Fig. 1: run 1, cell area per tile
11 x 11 tiles, from white (low) to dark blue (high), 0 to 100% covered.
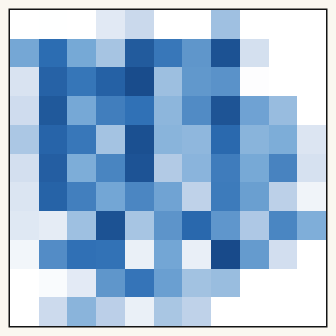
Fig. 2: run 1, the metal 3 layer
Scale bar: 20 um.
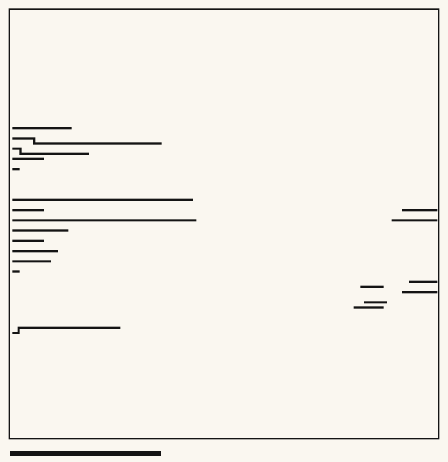
Fig. 3: run 1, placed standard cells
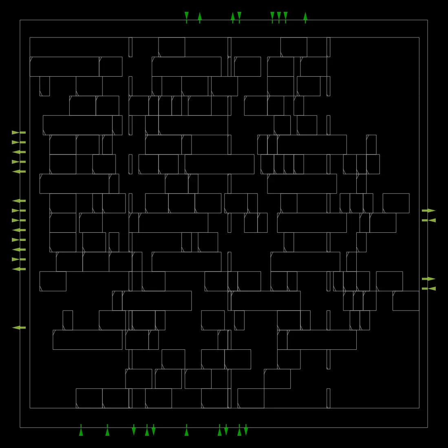
Fig. 4: run 1, signal wires on met2
Scale bar: 20 um.
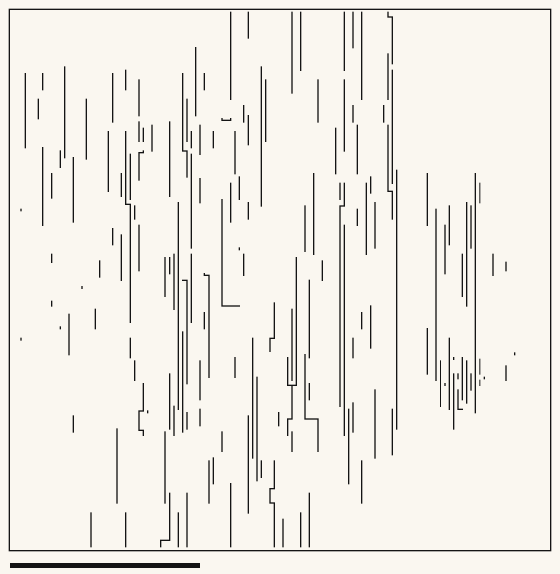
$ cat src/rtl/boolean_sweep_pkg.sv
// rtl/boolean_sweep_pkg.sv - shared state type and MISR constants for the boolean sweep checker
package boolean_sweep_pkg;

  typedef enum logic [1:0] {
    IDLE = 2'd0,
    RUN  = 2'd1,
    DONE = 2'd2
  } state_t;

  localparam logic [15:0] MISR_POLY = 16'h1021;
  localparam logic [15:0] MISR_SEED = 16'hFFFF;

  // One MISR step: shift left, fold the feedback polynomial on a carried-out bit, mix in data.
  function automatic logic [15:0] misr_step(input logic [15:0] cur, input logic [15:0] din);
    return {cur[14:0], 1'b0} ^ (cur[15] ? MISR_POLY : 16'h0000) ^ din;
  endfunction

endpackage

$ cat src/rtl/sweep_misr16.sv
// rtl/sweep_misr16.sv - 16-bit multiple-input signature register compressing sampled DUT responses
module sweep_misr16
  import boolean_sweep_pkg::*;
(
  input  logic        clk,
  input  logic        rst_n,
  input  logic        clr,
  input  logic        en,
  input  logic [15:0] din,
  output logic [15:0] sig
);

  // Signature register: reseeded on clear, advanced once per accepted sample.
  always_ff @(posedge clk or negedge rst_n) begin
    if (!rst_n) begin
      sig <= MISR_SEED;
    end else if (clr) begin
      sig <= MISR_SEED;
    end else if (en) begin
      sig <= misr_step(sig, din);
    end
  end

endmodule

$ cat config.mk
export PLATFORM = sky130hd
export DESIGN_NAME = sweep_misr16
export DESIGN_NICKNAME = d
export VERILOG_FILES = /design/src/rtl/boolean_sweep_pkg.sv /design/src/rtl/sweep_misr16.sv
export SDC_FILE = /design/constraint.sdc
export NUM_CORES = 1
export LEC_CHECK = 0
export ABC_AREA = 1
export CAP_MARGIN = 20
export CORE_UTILIZATION = 30
export DETAILED_ROUTE_END_ITERATION = 7
export HOLD_SLACK_MARGIN = 0.1
export PLACE_DENSITY = 0.56
export SYNTH_ARGS = -nofsm -noshare
export SYNTH_HDL_FRONTEND = slang
export SYNTH_SLANG_ARGS = --single-unit
export TNS_END_PERCENT = 20
$ cat constraint.sdc
create_clock -name clk -period 2.15 [get_ports clk]
set_input_delay 0.43 -clock clk [delete_from_list [all_inputs] [get_ports clk]]
set_output_delay 0.43 -clock clk [all_outputs]
set_load 0.01 [all_outputs]
==> run_results.csv, run 1 <==
group,metric,value,unit
job,max_cap_viol_count,0,
grt,grt_first_pass_wirelength,3240,um
worst_setup_path,critical_path_peak_fanout,8,
final_timing,maxSlewViolCount,0,
synth,number_of_synthesized_flops_with_an_enable_pin,0,
synth,yosys-stat-cells,103,
clock_network,cts_tree,"done",
clock_network,tritoncts_num_sinks,16,
final_timing,finalHoldViolations,0,
worst_setup_path,cpPeakStageDelay,620,ps
synth,synth_top_flop_cell,"sky130_fd_sc_hd__dfstp_2",
final_timing,achievable-frequency,529,MHz
synth,synthesis.area,902,um2
placed_design,placement.io_buffers,35,
drt,antenna_left,0,
final_layout,top_regs,"sig: 16 flops",
synth,top_cell,"sky130_fd_sc_hd__nand2_1",
final_timing,post_layout_minimum_cycle_time,1890,ps
final_layout,final_net_count,162,
final_layout,largest_register_ffs,16,
final_timing,slew_headroom,52.9,%
drt,finalWirelength,1850,um
synth,post_synth_most_frequent_cells,"sky130_fd_sc_hd__nand2_1, sky130_fd_sc_hd__dfstp_2, sky130_fd_sc_hd__xnor2_1",
power_and_ir_drop,cell_internal_pwr,0.640,mW
power_and_ir_drop,p_per_area,685,nW/um2
die,chipWidth,56.8,um
hold_path,worst_hold_start,"sig[3]$_DFFE_PN1P_",
worst_setup_path,critPathBufInv,1,
power_and_ir_drop,seqPwrFrac,46.5,%
worst_setup_path,cp.depth,1,
synth,post_synthesis_share_of_cell_area_spent_on_xor_and_xnor_gates,13.6,%
worst_setup_path,worst_ep_arrival_time,1460,ps
final_layout,finalCoreUtilization,47.0,%
drt,remaining_drc_errors,0,
outcome,run_status,"completed",
synth,post_synthesis_chip_area_from_yosys,902,um2
final_layout,final_cells,172,
final_layout,syn2layout_area_growth,46.2,%
hold_path,worst_hold_path.num_cells,2,
final_timing,final.setup.worst_slack,261,ps
final_timing,grt_setup_unrepaired,"false",
clock_network,cts-root-to-sink-buffers,2,
power_and_ir_drop,biggest_power_consumer_among_the_groups,"sequential cells",
clock_network,clock_insertion_delay_worst_skew,280,ps
die,fp-utilization,32.2,%
power_and_ir_drop,max_ir_drop_vdd,0.404,mV
worst_setup_path,ff2ff_path_depth,6,
final_layout,seqCellArea,420,um2
final_timing,clock_skew,4.46,ps
synth,post_synth_num_cell_types,13,
power_and_ir_drop,power_combinational,0.283,mW
grt,grt_antenna_before_repair,0,
worst_setup_path,critical_path.reg2reg.endpoint,"sig[12]$_DFFE_PN1P_",
grt,global_route.overflow_total,0,
clock_network,clk_transition_reported_paths,100,ps
die,floorplan.die.height,56.8,um
final_layout,number_of_diodes,0,
drt,initialDrtViolationCount,41,
worst_setup_path,crit_end,"sig[15]",
grt,first_global_vias,765,
final_layout,register_with_the_highest_flop_count,"sig",
worst_setup_path,critical_path_required,1720,ps
-- Fig. 1 (at the start) --
mean over tiles	40%
fullest tile	89%
nearly empty tiles	20%

-- Fig. 2 (at the start) --
main direction	horizontal
share of all routed wire	8.6%
nets with wire on the layer	21
longest straight run	24.1 um

-- Fig. 3 (at the start) --
total core area: 2810 um2
tap cell count: 31

-- Fig. 4 (at the start) --
main direction	vertical
share of all routed wire	47%
wire length on this layer	876 um
longest straight run	27.2 um

-- run 1: per-layer routing --
layer  share of wire, %  global-route usage, %  routed length [um]
met1                 44                   16.0                 813
met2                 47                   21.1                 876
met3                8.5                   4.61                 158
met4                  0                   3.14                   0
met5                  0                      0                   0
-- run 1: tightest hold or removal path, cell delays in order (launching register included) --
cell and delay (ps):
sky130_fd_sc_hd__dfstp_2 400, sky130_fd_sc_hd__o21ai_2 120, sky130_fd_sc_hd__inv_1 30
-- run 1: final cells by class --
| type | count | share of cell area (%) |
|---|---|---|
| Tap cell | 31 | 2.94 |
| Inverter | 22 | 6.26 |
| Sequential cell | 16 | 31.9 |
| Clock buffer | 4 | 2.75 |
| Timing Repair Buffer | 37 | 27.7 |
| Multi-Input combinational cell | 62 | 28.5 |
Fig. 5: run 1, placement by cell class
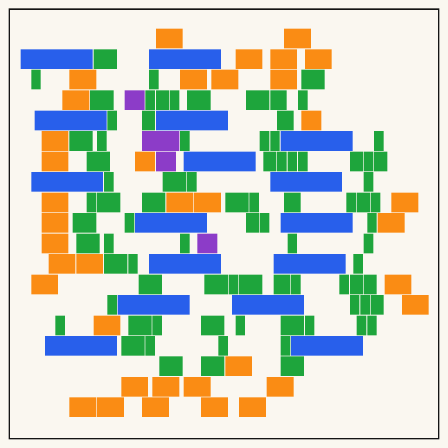

==> run 2: changes to the inputs <==
--- a/config.mk
+++ b/config.mk
@@ -10,7 +10,7 @@
 export CORE_UTILIZATION = 30
 export DETAILED_ROUTE_END_ITERATION = 7
 export HOLD_SLACK_MARGIN = 0.1
-export PLACE_DENSITY = 0.56
+export PLACE_DENSITY = 0.61
 export SYNTH_ARGS = -nofsm -noshare
 export SYNTH_HDL_FRONTEND = slang
 export SYNTH_SLANG_ARGS = --single-unit
Fig. 6: run 2, placement by cell class
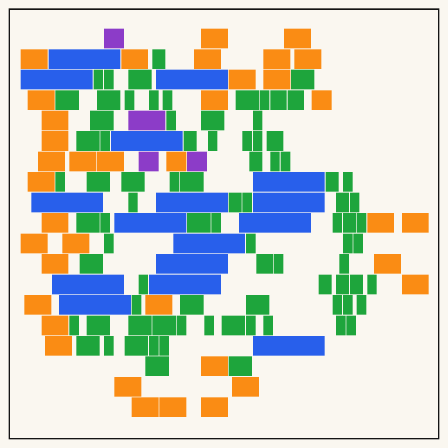
colour	class	cells
blue	registers	16
orange	remaining buffers and delay cells	37
purple	clock drivers and dummy loads	4
green	remaining logic cells	84
fraction of the core area covered by cells at the end of the flow: 47.0%
cell area after layout: 1320 um2
fraction of standard cell area that is sequential: 31.9%
Rows: 19

==> run 2 against run 1 <==
Effect of this change: largest cell class unchanged; synthesized cell count is the same; sequential power is essentially flat; wire length shrank 3.7%; global-route usage shrank 1.4 points; first-iteration DRC count shrank 56%; utilization is the same; clock power is essentially flat; critical path type unchanged; the run now ends with design-rule violations left; worst hold slack is essentially flat; non-clock buffer count is the same; synthesized area is the same; largest power group unchanged; die size is the same; worst setup slack lost 4.8 ps; highest routed layer is now met4.
==> run_results.csv, run 2 <==
group,metric,value,unit
outcome,run_status,"finished with violations",
outcome,failed_checks,"design-rule violations",
drt,remaining_drc_errors,4,
synth,post_synthesis_chip_area_from_yosys,902,um2
synth,ys_sh_simple,16.1,%
clock_network,clock_insertion_delay_worst_skew,280,ps
job,stage_log_warnings,26,
power_and_ir_drop,seqPwrFrac,46.7,%
placed_design,placement.io_buffers,35,
worst_setup_path,worst_ep_arrival_time,1460,ps
clock_network,htree_levels,1,
worst_setup_path,endpoint_kind,"output pin",
grt,global_route.usage.total,11.4,%
final_layout,final_cells,172,
drt,via_per_inst,4.44,
hold_path,worst_hold_start,"sig[3]$_DFFE_PN1P_",
worst_setup_path,critical_path_peak_fanout,8,
final_layout,layout.cells.most_common,"sky130_fd_sc_hd__clkdlybuf4s50_1",
worst_setup_path,cpPeakStageDelay,620,ps
synth,top_cell,"sky130_fd_sc_hd__nand2_1",
synth,post_synthesis_share_of_cell_area_spent_on_xor_and_xnor_gates,13.6,%
die,floorplan.die.height,56.8,um
power_and_ir_drop,p_per_area,682,nW/um2
grt,grt_antenna_before_repair,0,
clock_network,tritoncts_num_sinks,16,
power_and_ir_drop,cellLeakagePower,0.558,nW
die,floorplan.die_area,3230,um2
synth,netlist.top_cell.by_area,"sky130_fd_sc_hd__dfstp_2",
synth,post_synth_main_logic_family,"simple AND/OR/NAND/NOR gates",
synth,compound_area_share,11.9,%
drt,antenna_left,0,
final_layout,seqCellArea,420,um2
power_and_ir_drop,finalPower,0.899,mW
synth,synthTopCellsByArea,"sky130_fd_sc_hd__dfstp_2, sky130_fd_sc_hd__xnor2_1, sky130_fd_sc_hd__nand2_1",
final_layout,lay_top_cells,"sky130_fd_sc_hd__clkdlybuf4s50_1, sky130_fd_sc_hd__nand2_1, sky130_fd_sc_hd__dfstp_2",
final_timing,post_layout_minimum_cycle_time,1890,ps
synth,synthesis.area,902,um2
final_layout,syn2layout_area_growth,46.2,%
grt,global_route.overflow_total,0,
final_timing,finalSetupViolations,0,
synth,post_synth_num_cell_types,13,
hold_path,timing.hold.worst.class,"reg2reg",
final_timing,finalHoldViolations,0,
placed_design,dpl_worst_slack,417,ps
grt,grt_first_pass_wirelength,2900,um
final_layout,drive_gt1_share,31.9,%
clock_network,clk_transition_reported_paths,90,ps
placed_design,placed_cell_area,1280,um2
drt,drtPass1Iterations,6,
worst_setup_path,timing_worst_setup_path_type,"reg2out",
worst_setup_path,cpMaxStageDelayCell,"sky130_fd_sc_hd__dfstp_2",
placed_design,dpl.cell_count,168,
clock_network,post_cts_buffers,0,
synth,adder_and_majority_gate_portion_of_the_synthesized_area,0,%
grt,first_global_vias,668,
grt,groute.layer.met2.usage,18.5,%
placed_design,place.gp.congestion,0.709,
die,chipWidth,56.8,um
final_layout,number_of_diodes,0,
die,pin_count,36,
hold_path,worst_hold_path.num_cells,2,
grt,grt.busiest_layer,"met2",
synth,ys_warn_count,0,
worst_setup_path,crit_end,"sig[15]",
die,fp.coreArea,2810,um2
final_timing,worst-slew-pin-transition,664,ps
clock_network,cts-root-to-sink-buffers,2,
synth,postSynthAreaPerCell,8.76,um2
worst_setup_path,timing.rr.start,"sig[15]$_DFFE_PN1P_",
synth,flop_and_latch_count_out_of_synthesis,16,
clock_network,cts_buffers,3,
worst_setup_path,cp.depth,1,
hold_path,holdPathEnd,"sig[3]$_DFFE_PN1P_",
final_timing,timing.final.crit_share,88.1,%
clock_network,post_cts_resized,0,
power_and_ir_drop,cell_internal_pwr,0.640,mW
final_timing,hold-worst-slack,544,ps
synth,syn_inst,103,
job,max_cap_viol_count,0,
drt,route.detailed.wl_per_inst,10.3,um
final_timing,maxSlewViolCount,0,
power_and_ir_drop,power.net_switching,0.259,mW
worst_setup_path,setup_slack_of_the_worst_register_to_register_path,1070,ps
drt,initialDrtViolationCount,18,
worst_setup_path,critPathBufInv,1,
worst_setup_path,path_cells,"clkdlybuf4s50_1",
worst_setup_path,startpoint_type,"flop",
synth,ys_sh_mux,0,%
power_and_ir_drop,clkPwrFrac,21.9,%
final_timing,slew_headroom,55.6,%
final_layout,register_with_the_highest_flop_count,"sig",
final_timing,setup_tns,0,ps
synth,asr_flop_ratio_synth,100,%
clock_network,cts_tree,"done",
final_timing,final.setup.worst_slack,256,ps
final_timing,achievable-frequency,528,MHz
placed_design,post-dp-hpwl,1370,um
synth,post_synth_most_frequent_cells,"sky130_fd_sc_hd__nand2_1, sky130_fd_sc_hd__dfstp_2, sky130_fd_sc_hd__xnor2_1",
final_timing,clock_skew,1.69,ps
power_and_ir_drop,sw_frac_of_total,28.9,%
worst_setup_path,critical_path_required,1720,ps
die,fp-utilization,32.2,%
worst_setup_path,setup.worst_path.start,"sig[15]$_DFFE_PN1P_",
final_layout,final_net_count,162,
power_and_ir_drop,max_ir_drop_vdd,0.372,mV
synth,synth_seq_share,46.6,%
worst_setup_path,critical-path-top-delay-family,"flip-flops",
final_layout,combGateArea,375,um2
grt,grtUsageMet1,15.1,%
worst_setup_path,critical_path.reg2reg.endpoint,"sig[5]$_DFFE_PN1P_",
synth,area_leader_share,46.6,%
final_timing,grt_setup_unrepaired,"false",
final_layout,top_regs,"sig: 16 flops",
synth,yosys-stat-cells,103,
clock_network,cts.hold.buffers_added,0,
synth,synth_top_flop_cell,"sky130_fd_sc_hd__dfstp_2",
synth,number_of_synthesized_flops_with_an_enable_pin,0,
grt,largest_net_degree_at_the_start_of_global_routing,17,
final_layout,largest_register_ffs,16,
final_layout,num-fill-cells,285,
clock_network,clk_root_buffer_cell,"sky130_fd_sc_hd__clkbuf_4",
worst_setup_path,ff2ff_path_depth,6,
power_and_ir_drop,share_comb_of_total_power,31.3,%
synth,postSynthNetCount,123,
Fig. 7: run 2, the metal 3 layer
Scale bar: 20 um.
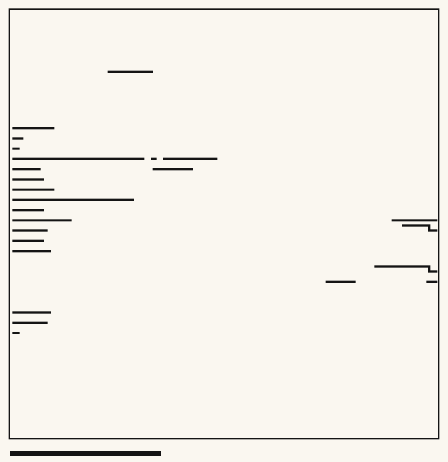
longest straight run	17.2 um
wire length on this layer	130 um
share of all routed wire	7.3%
nets with wire on the layer	23
vias: 764
global-route met3 utilization: 3.46%
Post-Route WL: 1780 um

[run 2: cell counts after synthesis]
No cell type changed its count.
[run 2: final cells by class]
cell class                      count  share of cell area [%]
Inverter                           22                    6.26
Multi-Input combinational cell     62                    28.5
Tap cell                           31                    2.94
Sequential cell                    16                    31.9
Clock buffer                        4                    2.75
Timing Repair Buffer               37                    27.7
[run 2: power by group through the flow]
stage                     clock network (mW)  logic (mW)  registers, mW
after floorplan                            0       0.131          0.434
after global placement                     0       0.282          0.424
after global routing                   0.219       0.309          0.427
after detailed placement                   0       0.284          0.425
after CTS                              0.206       0.287          0.421
final                                  0.197       0.282          0.420
[run 2: metal layers]
metal / vias up / routed length, um
li1: 384 / -
met1: 350 / 819
met2: 28 / 819
met3: 2 / 129
met4: 0 / 11
met5: - / 0
Power figures rest on the tool's default switching activity, not on a simulated workload.
